### Clock network drawn from the DEF

Scale bar: 20 um.
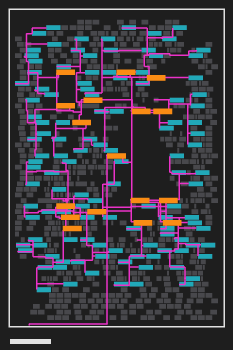
### Placed standard cells

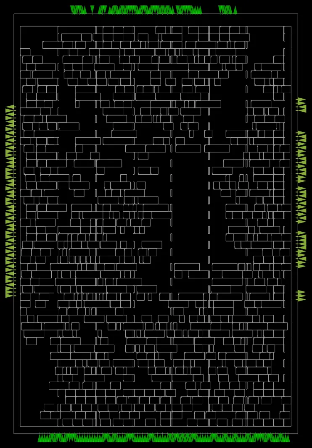
### Wire density map

21 x 31 tiles, from dark blue (low) to red (high), scaled to the fullest tile. Values are wire area over tile area, all layers added.
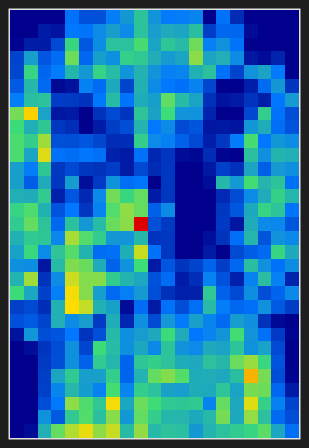
Design ex_mem_wb, sky130hd; sources not shown.
==> out/qor.yml <==
clk_pin_slew_worst_paths_ns: 0.06
crit_arrival_ns: 3.70
ys_sh_aoi: 0.156
ant_nets: 0
path_buffers: 1
design_area_sq_um: 7910
syn_nets: 615
synthTopCellsByCount: "119 x dfxtp_1, 69 x mux2i_1, 48 x nand2_1"
ys_cells: 474
topCellsByArea: "dfxtp_1 50%, mux2i_1 14%, a211oi_1 5.8%"
drc: 0
nonClkBufAreaFrac: 0.312
fp_util: 0.330
placed_area_sq_um: 7310
edf_count: 0
worst_slack_ns: 1.50
busiest_layer: "met2"
grt_pass1_vias: 4489
fin_util: 0.542
switchingPower_w: 0.000681
place_inst: 880
max_stage_delay_ns: 0.62
n_all_inverters: 2
holdPathStages: 1
outcome: "finished clean"
setup_violations: 0
drive_above_1_share: 0.0615
p_comb_w: 0.000427
fillerInstances: 1345
vdd_drop_max_uv: 184
worstPathRequired_ns: 5.19
post-route-min-period_ns: 3.50
maxPowerGroup: "the clock network"
hp-class: "reg2reg"
die_area_sq_um: 16100
fa_ha_area_frac: 0.00520
lay_top_cells: "243 x clkdlybuf4s50_1, 118 x dfxtp_1, 69 x mux2i_1, 48 x nand2_1, 42 x nor2_1"
antenna_found_initial: 0
start_kind: "input port"
pre_cts_ws_ns: 1.07
top_area_cell: "dfxtp_1"
overflow: 0
ys_sh_mux: 0.144
final_nets: 844
wl_met3_um: 743
cts_root_buffer: "clkbuf_16"
use_met1: 0.194
cts_resized: 0
clock.fmax_ghz: 0.285
use_met3: 0.0510
syn_area_sq_um: 4810
numCtsBuffers: 17
powerDensity_nw_per_um2: 335
clockBufferDepth: 2
ys_ff: 119
ys_seq_frac: 0.495
cts_hold_buffers: 0
p_seq_w: 0.00100
ys_sh_simple: 0.150
tool_warnings: 27
crit_family: "simple AND/OR/NAND/NOR gates"
cellLeakagePower_nw: 2.74
via_per_inst: 4.77
wl_met1_um: 5550
sh_seq_area: 0.301
nNonClkBuffers: 248
cpMaxStageDelayCell: "nor2_4"
ff_type: "dfxtp_1"
regArea_sq_um: 2380
path_max_fanout: 32
synthCells: 474
flop-count: 119
topCombFamilyByArea: "AND-OR/OR-AND gates"
synth-xor-area-share: 0
cp_num_cells: 5
r2r_slack_ns: 2.11
holdWs_ns: 0.305
yosysMostFrequentCell: "dfxtp_1"
dieHeight_um: 154
cts_tree: "built"
top_layer: "met4"
htreeDepth: 4
grt_pass1_wl_um: 23300
fin_setup_tns_ns: 0
first_pass_iters: 4
die_x_um: 104
area_dominant_class: "buffers"
ios: 245
logic_area_sq_um: 2210
async_flop_share: 0
yosysWarnings: 0
comb_cells: 315
endpoint_kind: "flop"
post-route-period-util: 0.701
sh_comb_area: 0.279
avgSynthCellArea_sq_um: 10.1
final_common_cell: "clkdlybuf4s50_1"
grt_use_met2: 0.332
synth-area-yosys_sq_um: 4810
drv_cap: 0
rsz0062_at_grt: "no"
cp_cell_sequence: "clkdlybuf4s50_1 > nand2_1 > or4_1 > nor2_4 > a22o_1"
diodes: 0
p_sw_frac: 0.256
wl_met2_um: 7740
synth_cell_type_count: 43
share_comb_of_total_power: 0.161
drt-initial-drc-count: 137
portBuffers: 244
post-cts-setup-buffers: 0
power.internal_w: 0.00197
crit_type: "in2reg"
drv_slew: 0
wire_per_inst_um: 15.9
synthToLayoutAreaGrowth_pct: 64.4
Notes on 'Clock network drawn from the DEF' above:
[clock wires] magenta | length: 1,590 um
[clock-net drivers] orange | count: 17
[flip-flops] cyan | count: 119
flops lie: all over the die
routed clock nets: 18
clk latency late pin: 0.40 ns
Clock Power: 0.00122 W
clock network power share: 0.461

Notes on 'Placed standard cells' above:
Non-Filler Instances: 911
core area: 14,600 sq um
row cnt: 54
# Taps: 196

Notes on 'Wire density map' above:
mean over tiles: 0.14
nearly empty tiles: 10%
fullest tile: 0.52
tiles over half the peak: 10%
emptiest ninth of the die: north-east
Vias: 4,343
Total GRT Usage: 0.183
drt total wl: 14,500 um

Power is estimated from default activity; no workload was simulated.
